Figure 1. The metal 3 layer (run 1).
Drawn at 3 px/µm.
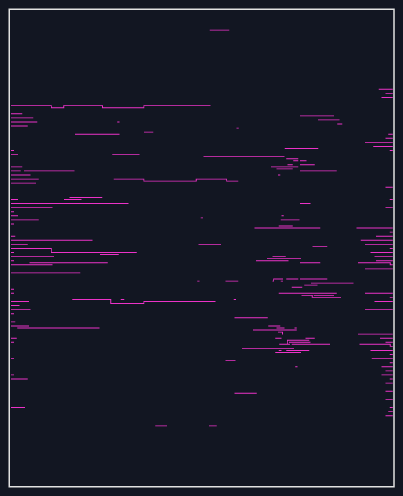
Figure 2. Clock nets (run 1).
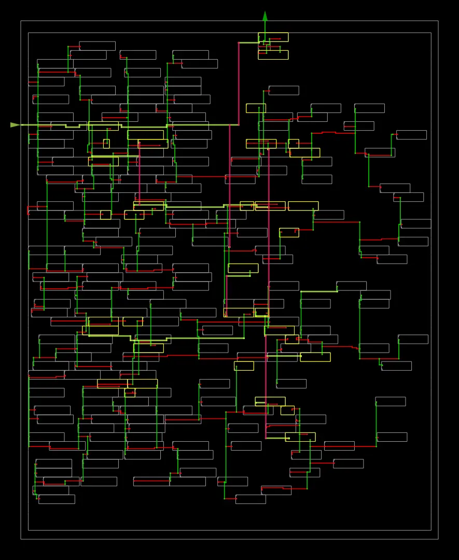
Figure 3. Drive-strength map (run 1).
Drawn at 3 px/µm.
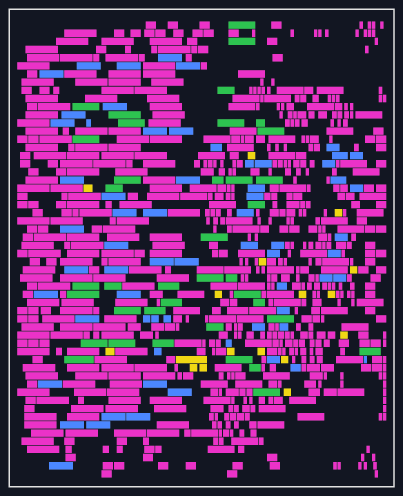
<file path="src/rtl/rambus_pkg.sv">
// Shared types and address widths for the RAM sample fetcher.
package rambus_pkg;
  localparam int WORD_ADR_W = 8;
  localparam int BYTE_ADR_W = 10;

  typedef enum logic [1:0] {
    ST_IDLE       = 2'd0,
    ST_REQ        = 2'd1,
    ST_WAIT_SPACE = 2'd2,
    ST_FINISH     = 2'd3
  } fetch_state_t;
endpackage

</file>
<file path="src/rtl/sample_fifo.sv">
// First-word-fall-through sample buffer with synchronous flush.
module sample_fifo #(
  parameter int WIDTH = 32,
  parameter int DEPTH = 4,
  localparam int AW   = $clog2(DEPTH)
) (
  input  logic             clk,
  input  logic             rst,
  input  logic             flush,
  input  logic             push,
  input  logic             pop,
  input  logic [WIDTH-1:0] wdata,
  output logic [WIDTH-1:0] rdata,
  output logic             full,
  output logic             empty,
  output logic [AW:0]      count
);
  logic [WIDTH-1:0] mem [DEPTH];
  logic [AW-1:0]    wr_ptr;
  logic [AW-1:0]    rd_ptr;
  logic             do_push;
  logic             do_pop;

  assign full    = (count == (AW+1)'(DEPTH));
  assign empty   = (count == '0);
  assign do_push = push && !full;
  assign do_pop  = pop && !empty;
  // Head word is presented combinationally; zero while empty.
  assign rdata   = empty ? '0 : mem[rd_ptr];

  always_ff @(posedge clk or posedge rst) begin
    if (rst) begin
      wr_ptr <= '0;
      rd_ptr <= '0;
      count  <= '0;
    end else if (flush) begin
      wr_ptr <= '0;
      rd_ptr <= '0;
      count  <= '0;
    end else begin
      if (do_push) wr_ptr <= wr_ptr + AW'(1);
      if (do_pop)  rd_ptr <= rd_ptr + AW'(1);
      case ({do_push, do_pop})
        2'b10:   count <= count + (AW+1)'(1);
        2'b01:   count <= count - (AW+1)'(1);
        default: count <= count;
      endcase
    end
  end

  always_ff @(posedge clk) begin
    if (do_push) mem[wr_ptr] <= wdata;
  end
endmodule

</file>
<file path="src/rtl/rambus_sample_fetcher.sv">
// Wishbone master that streams a block of RAM words into a FWFT sample buffer.
module rambus_sample_fetcher
  import rambus_pkg::*;
#(
  parameter int FIFO_DEPTH     = 4,
  parameter int TIMEOUT_CYCLES = 255
) (
  input  logic                  wb_clk_i,
  input  logic                  wb_rst_i,
  input  logic                  start,
  input  logic                  stop,
  input  logic                  loop_en,
  input  logic [WORD_ADR_W-1:0] base_word,
  input  logic [7:0]            length,
  output logic                  rambus_wb_clk_o,
  output logic                  rambus_wb_rst_o,
  output logic                  rambus_wb_stb_o,
  output logic                  rambus_wb_cyc_o,
  output logic                  rambus_wb_we_o,
  output logic [3:0]            rambus_wb_sel_o,
  output logic [31:0]           rambus_wb_dat_o,
  output logic [BYTE_ADR_W-1:0] rambus_wb_adr_o,
  input  logic                  rambus_wb_ack_i,
  input  logic [31:0]           rambus_wb_dat_i,
  output logic [31:0]           sample_data,
  output logic                  sample_valid,
  input  logic                  sample_ready,
  output logic                  busy,
  output logic                  done,
  output logic                  err
);
  localparam int CW = $clog2(FIFO_DEPTH) + 1;
  localparam logic [7:0] TO_LAST = 8'(TIMEOUT_CYCLES - 1);

  fetch_state_t          state;
  logic                  req;
  logic [WORD_ADR_W-1:0] word_ptr, base_r, ptr_next;
  logic [7:0]            len_r, idx, tcnt;
  logic                  loop_r, stop_pend;
  logic                  fifo_full, fifo_empty, pop, push, flush;
  logic                  acked, stopping, last, room_after_push;
  logic [CW-1:0]         fifo_count;

  assign rambus_wb_clk_o = wb_clk_i;
  assign rambus_wb_rst_o = wb_rst_i;
  assign rambus_wb_we_o  = 1'b0;
  assign rambus_wb_sel_o = 4'hF;
  assign rambus_wb_dat_o = '0;
  assign rambus_wb_cyc_o = req;
  assign rambus_wb_stb_o = req;

  assign sample_valid = !fifo_empty;
  assign pop          = sample_valid && sample_ready;
  assign stopping     = stop || stop_pend;
  assign acked        = (state == ST_REQ) && rambus_wb_ack_i;
  // A word acked after a stop request is dropped and the buffer is cleared.
  assign push         = acked && !stopping;
  assign flush        = ((state != ST_REQ) && stop) || (acked && stopping);
  assign last         = (idx == len_r);
  assign ptr_next     = (last && loop_r) ? base_r : word_ptr + 8'd1;
  assign room_after_push = (int'(fifo_count) + 1 - int'(pop)) < FIFO_DEPTH;

  sample_fifo #(.WIDTH(32), .DEPTH(FIFO_DEPTH)) u_fifo (
    .clk   (wb_clk_i),
    .rst   (wb_rst_i),
    .flush (flush),
    .push  (push),
    .pop   (pop),
    .wdata (rambus_wb_dat_i),
    .rdata (sample_data),
    .full  (fifo_full),
    .empty (fifo_empty),
    .count (fifo_count)
  );

  always_ff @(posedge wb_clk_i or posedge wb_rst_i) begin
    if (wb_rst_i) begin
      state <= ST_IDLE;  req <= 1'b0;  rambus_wb_adr_o <= '0;
      word_ptr <= '0;  base_r <= '0;  len_r <= '0;  idx <= '0;
      loop_r <= 1'b0;  tcnt <= '0;  stop_pend <= 1'b0;
      busy <= 1'b0;  done <= 1'b0;  err <= 1'b0;
    end else begin
      case (state)
        ST_IDLE: begin
          if (!stop && start) begin
            base_r <= base_word;  len_r <= length;  loop_r <= loop_en;
            word_ptr <= base_word;  idx <= '0;  tcnt <= '0;
            stop_pend <= 1'b0;  err <= 1'b0;  busy <= 1'b1;
            if (!fifo_full) begin
              state <= ST_REQ;
              req <= 1'b1;
              rambus_wb_adr_o <= {base_word, 2'b00};
            end else begin
              state <= ST_WAIT_SPACE;
            end
          end
        end
        ST_REQ: begin
          if (rambus_wb_ack_i) begin
            tcnt <= '0;
            if (stopping) begin
              state <= ST_IDLE;  req <= 1'b0;  busy <= 1'b0;  stop_pend <= 1'b0;
            end else begin
              word_ptr <= ptr_next;
              idx <= (last && loop_r) ? 8'd0 : idx + 8'd1;
              if (last && !loop_r) begin
                state <= ST_FINISH;  req <= 1'b0;  done <= 1'b1;
              end else if (room_after_push) begin
                rambus_wb_adr_o <= {ptr_next, 2'b00};
              end else begin
                state <= ST_WAIT_SPACE;  req <= 1'b0;
              end
            end
          end else if (tcnt == TO_LAST) begin
            state <= ST_IDLE;  req <= 1'b0;  busy <= 1'b0;
            err <= 1'b1;  tcnt <= '0;  stop_pend <= 1'b0;
          end else begin
            tcnt <= tcnt + 8'd1;
            if (stop) stop_pend <= 1'b1;
          end
        end
        ST_WAIT_SPACE: begin
          if (stop) begin
            state <= ST_IDLE;  busy <= 1'b0;
          end else if (!fifo_full) begin
            state <= ST_REQ;  req <= 1'b1;
            rambus_wb_adr_o <= {word_ptr, 2'b00};
          end
        end
        default: begin
          state <= ST_IDLE;  busy <= 1'b0;  done <= 1'b0;
        end
      endcase
    end
  end
endmodule

</file>
<file path="config.mk">
export PLATFORM = sky130hd
export DESIGN_NAME = rambus_sample_fetcher
export DESIGN_NICKNAME = d
export VERILOG_FILES = /design/src/rtl/rambus_pkg.sv /design/src/rtl/sample_fifo.sv /design/src/rtl/rambus_sample_fetcher.sv
export SDC_FILE = /design/constraint.sdc
export NUM_CORES = 1
export LEC_CHECK = 0
export CORE_ASPECT_RATIO = 1.25
export CORE_MARGIN = 2
export CORE_UTILIZATION = 47
export CTS_BUF_LIST = sky130_fd_sc_hd__clkbuf_16
export CTS_CLUSTER_SIZE = 16
export DETAILED_ROUTE_END_ITERATION = 7
export PLACE_DENSITY = 0.71
export SETUP_SLACK_MARGIN = 0.2
export SLEW_MARGIN = 20
export SYNTH_ARGS = -nofsm -noshare
export SYNTH_HDL_FRONTEND = slang
export SYNTH_SLANG_ARGS = --single-unit
</file>
<file path="constraint.sdc">
create_clock -name wb_clk_i -period 3.32 [get_ports wb_clk_i]
set_input_delay 0.498 -clock wb_clk_i [delete_from_list [all_inputs] [get_ports wb_clk_i]]
set_output_delay 0.498 -clock wb_clk_i [all_outputs]
set_load 0.01 [all_outputs]
</file>
==> summary.txt, run 1 <==
run results: status=completed, design area=approximately 11000 µm², initial antenna violation count=0, Antenna Cells=0, Non-clock inverters=15, Dominant Register Cell=edfxtp_1, final hold vios=0, MaxCap Viol Count=0, GRT Util Overall=0.197, Seq/total area=0.495, reg-to-reg endpoint=rambus_wb_adr_o[4], dpl ws=0.486 ns, most frequent cells in the layout=128 x edfxtp_1, 102 x clkdlybuf4s50_1, 84 x nand2_1, Met3 Routed Length=~1.1 mm, Placed Area=between 10000 and 15000 µm², Setup CP Type=flip-flop to output port, post-synthesis cell type count=roughly 67, met1 WL=approximately 8.0 mm, Chip Area, Yosys=9000 µm², area share, top type=0.427, Worst path top cell family by delay=buffers and inverters, gp weighted congestion=about 0.91, global-route wire length before repair=a little over 30 mm, GR Overflow Total=0, Slew HR=0.607, Avg WL per Cell=between 15 and 20 µm, die area=around 20000 µm², num rows=around 56, vias per inst=~5.6, DR WL met2=9.88 mm, Highest Signal Layer=met4, adder share=0.0189, maximum clock frequency=340 MHz, met1 usage=0.250, met2 Use GR=0.332, Critical Path AT=approximately 2.4 ns, Critical Path Sink=sample_data[21], fraction of registers with async set/reset=0.330, area of the mapped netlist=~9000 µm², Buffers excl. clock=121, TritonCTS clock tree=built, Slew Viols, Final=0, most used logic cell in the final layout=edfxtp_1, Core Util at FP=0.479, Die Ht=roughly 160 µm, CP Cell Sequence=buf_16 -> mux4_2 -> and2_1 -> clkdlybuf4s50_1, Layout area overhead=21.7%, R2R setup slack=approximately 0.68 ns, Yosys reg bits=between 150 and 200, Synth area leader=edfxtp_1, Mux cell area share=0.0883, post-route non-filler standard cell count=roughly 1.0k, Buffers on Ports=102, Clock transition at path regs=0.08 ns, Initial DRT Pass Iterations=6, PwrDens=841 nW/µm², met3 usage=0.0468, Log Warnings=34, Nets=~860, Main logic family=simple AND/OR/NAND/NOR gates, CP Capture Type=output port, Least-Margin Pin Slew=~0.59 ns, DIE WIDTH=around 130 µm, Setup WS post-layout=around 0.38 ns
-- Figure 1 (at the start) --
main direction: horizontal
share of all routed wire: 6.0%
longest straight run: 38.9 µm
wire length on this layer: 1150 µm
nets with wire on the layer: 136

-- Figure 2 (at the start) --
skew final: 0.00851 ns
clk_buf instances: 21
FF+latch count: 191

-- Figure 3 (at the start) --
[x2] blue | cells: 64 | share: 8.0% | most used: mux4_2
[x1 and smaller] magenta | cells: 685 | share: 85% | most used: edfxtp_1
[x6 and larger] green | cells: 38 | share: 4.7% | most used: clkbuf_16
[x3 and x4] yellow | cells: 17 | share: 2.1% | most used: buf_4

run 1: what timing repair did:
action	in CTS	in global routing
hold endpoints to repair	0	0
resized	2	0
setup endpoints to repair	25	0
buffers inserted	1	0
hold buffers	0	0
run 1: power by group:
part           total (mW)  leakage, nW  switching [mW]  internal, mW
logic                3.60         1.72            1.94          1.67
registers            3.24         1.95           0.330          2.91
clock network        2.37        0.354            1.03          1.34
total                9.21         4.02            3.29          5.91
run 1: state kept, by name, summed over array words and instances, names as in the netlist, 2 cells and up:
register         flops
state                2
u_fifo.wr_ptr        2
base_r               8
rambus_wb_adr_o      8
word_ptr             8
len_r                8
idx                  8
u_fifo.mem         128
u_fifo.rd_ptr        2
tcnt                 8
u_fifo.count         3
--- run 2 (diff from run 1) ---
==> constraint.sdc (replaced) <==
create_clock -name wb_clk_i -period 3.82 [get_ports wb_clk_i]
set_input_delay 0.573 -clock wb_clk_i [delete_from_list [all_inputs] [get_ports wb_clk_i]]
set_output_delay 0.573 -clock wb_clk_i [all_outputs]
set_load 0.01 [all_outputs]
Figure 4. The metal 3 layer (run 2).
Drawn at 3 px/µm.
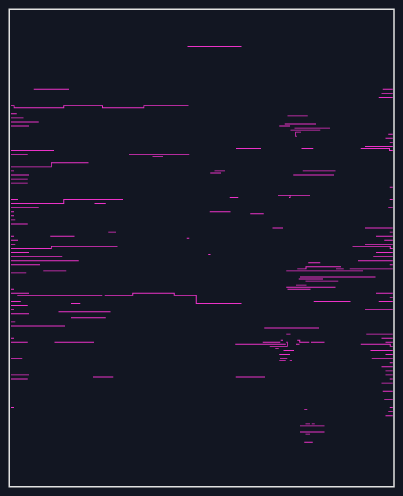
met3 usage: 0.0462
routed wire length: 19.0 mm
vias: 5774

Figure 5. Sequential cells coloured by netlist name (run 2).
Drawn at 2 px/µm. Other sequential cells in the stronger grey, the rest of the logic in the fainter grey.
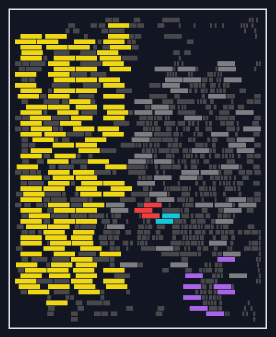
[u_fifo.count] red | placed flops: 3
[u_fifo.mem] yellow | placed flops: 128
[state] cyan | placed flops: 2
[tcnt] purple | placed flops: 8 | where: lower right

Figure 6. Drive-strength map (run 2).
Drawn at 3 px/µm.
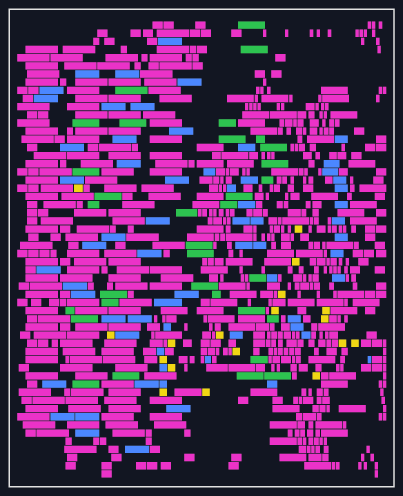
[x1 and smaller] magenta | cells: 686 | share: 86% | most used: edfxtp_1
[x6 and larger] green | cells: 33 | share: 4.1% | most used: clkbuf_16
[x3 and x4] yellow | cells: 18 | share: 2.2% | most used: buf_4
[x2] blue | cells: 64 | share: 8.0% | most used: mux4_2

==> summary.txt, run 2 <==
run results: Nets=856 (-0.35%), maximum clock frequency=301 MHz, post-route non-filler standard cell count=1033 (-0.29%), DIE WIDTH=128 µm (unchanged), most used logic cell in the final layout=edfxtp_1, total combinational power=3.05 mW (-15%), Sw Ratio=0.359 (+0.00147), PwrDens=726 nW/µm² (-14%), Reg with most FFs=u_fifo.mem, Die Ht=159 µm (unchanged), Post-CTS Resized=0 (-2), Antenna Cells=0 (unchanged), skew final=0.0135 ns (+0.00499 ns), CP Capture Type=output port, vias per inst=5.59 (+0.24%), Dominant Register Cell=edfxtp_1, R2R setup slack=0.90 ns (+0.22 ns), Sequential Power=2.84 mW (-12%), area share, top type=0.427 (unchanged), post-synthesis cell type count=67 (unchanged), MaxCap Viol Count=0 (unchanged), Int Power=5.04 mW (-15%), num rows=56 (unchanged), Slew Viols, Final=0 (unchanged), status=completed, Main logic family=simple AND/OR/NAND/NOR gates, Core Util at FP=0.479 (unchanged), dpl ws=0.734 ns (+0.248 ns), Least-Margin Pin Slew=1.03 ns (+0.445 ns), Synth Warn #=0, Critical Path Sink=sample_data[1], Post-CTS Setup Repair Bufs=0 (-1), max reg flops=128 (unchanged), Sw Pwr=2.82 mW (-14%), GR Overflow Total=0 (unchanged), reg-to-reg endpoint=rambus_wb_adr_o[5], share of cells above drive strength 1=0.144, Clock transition at path regs=0.08 ns (about the same), Setup WS post-layout=0.498 ns (+0.121 ns), Log Warnings=34 (unchanged), most frequent cells in the layout=128 x edfxtp_1, 102 x clkdlybuf4s50_1, 84 x nand2_1, cts hold-fix bufs=0 (unchanged), CP Cell Sequence=buf_12 -> mux4_2 -> and2_1 -> clkdlybuf4s50_1, design area=10800 µm² (-1.1%), Setup CP Type=flip-flop to output port, Seq pwr share=0.361 (+0.009), TritonCTS clock tree=built, fraction of registers with async set/reset=0.330 (unchanged), die area=20300 µm² (unchanged), Clock Power=1.97 mW (-17%), Critical Path AT=2.75 ns (+0.31 ns), Buffers on Ports=102 (unchanged), Layout area overhead=20.3%, Pwr top=combinational cells, initial antenna violation count=0 (unchanged), final hold vios=0 (unchanged), Chip Area, Yosys=9000 µm² (unchanged), Synth area leader=edfxtp_1, global-route wire length before repair=31.3 mm (+0.20%), Mux cell area share=0.0883 (unchanged), Logic pwr share=0.388 (-0.003)
## run 2: cell types whose count changed in the layout (fill, tap and decap cells not counted), sizes merged
cell	change
buf	-3
bufinv	-1
clkinv	-2
clkinvlp	+1
inv	+2
## run 2: critical path: cells and delay by family (launching register included)
kind	cells	cell delay, ns
DFF	1	0.71
muxes	1	0.54
buffers and inverters	2	0.76
and+or+nand+nor	1	0.20
## run 2: cell type report
class	instances	area, µm²
inverter	15	56.3
sequential	191	5420
timing repair buffer	118	1150
multi-input combinational	441	3210
tap	232	290
clock buffer	21	510
clock inverter	15	191
fill	1469	7950
## run 2: layer usage
metal	vias to the layer above	GRT usage	part of all wire
met5	-	0	0
met4	0	0.0629	0.012
met3	25	0.0462	0.058
met2	212	0.339	0.52
met1	2888	0.244	0.41
li1	2649	-	-
Power and IR drop assume default switching activity.
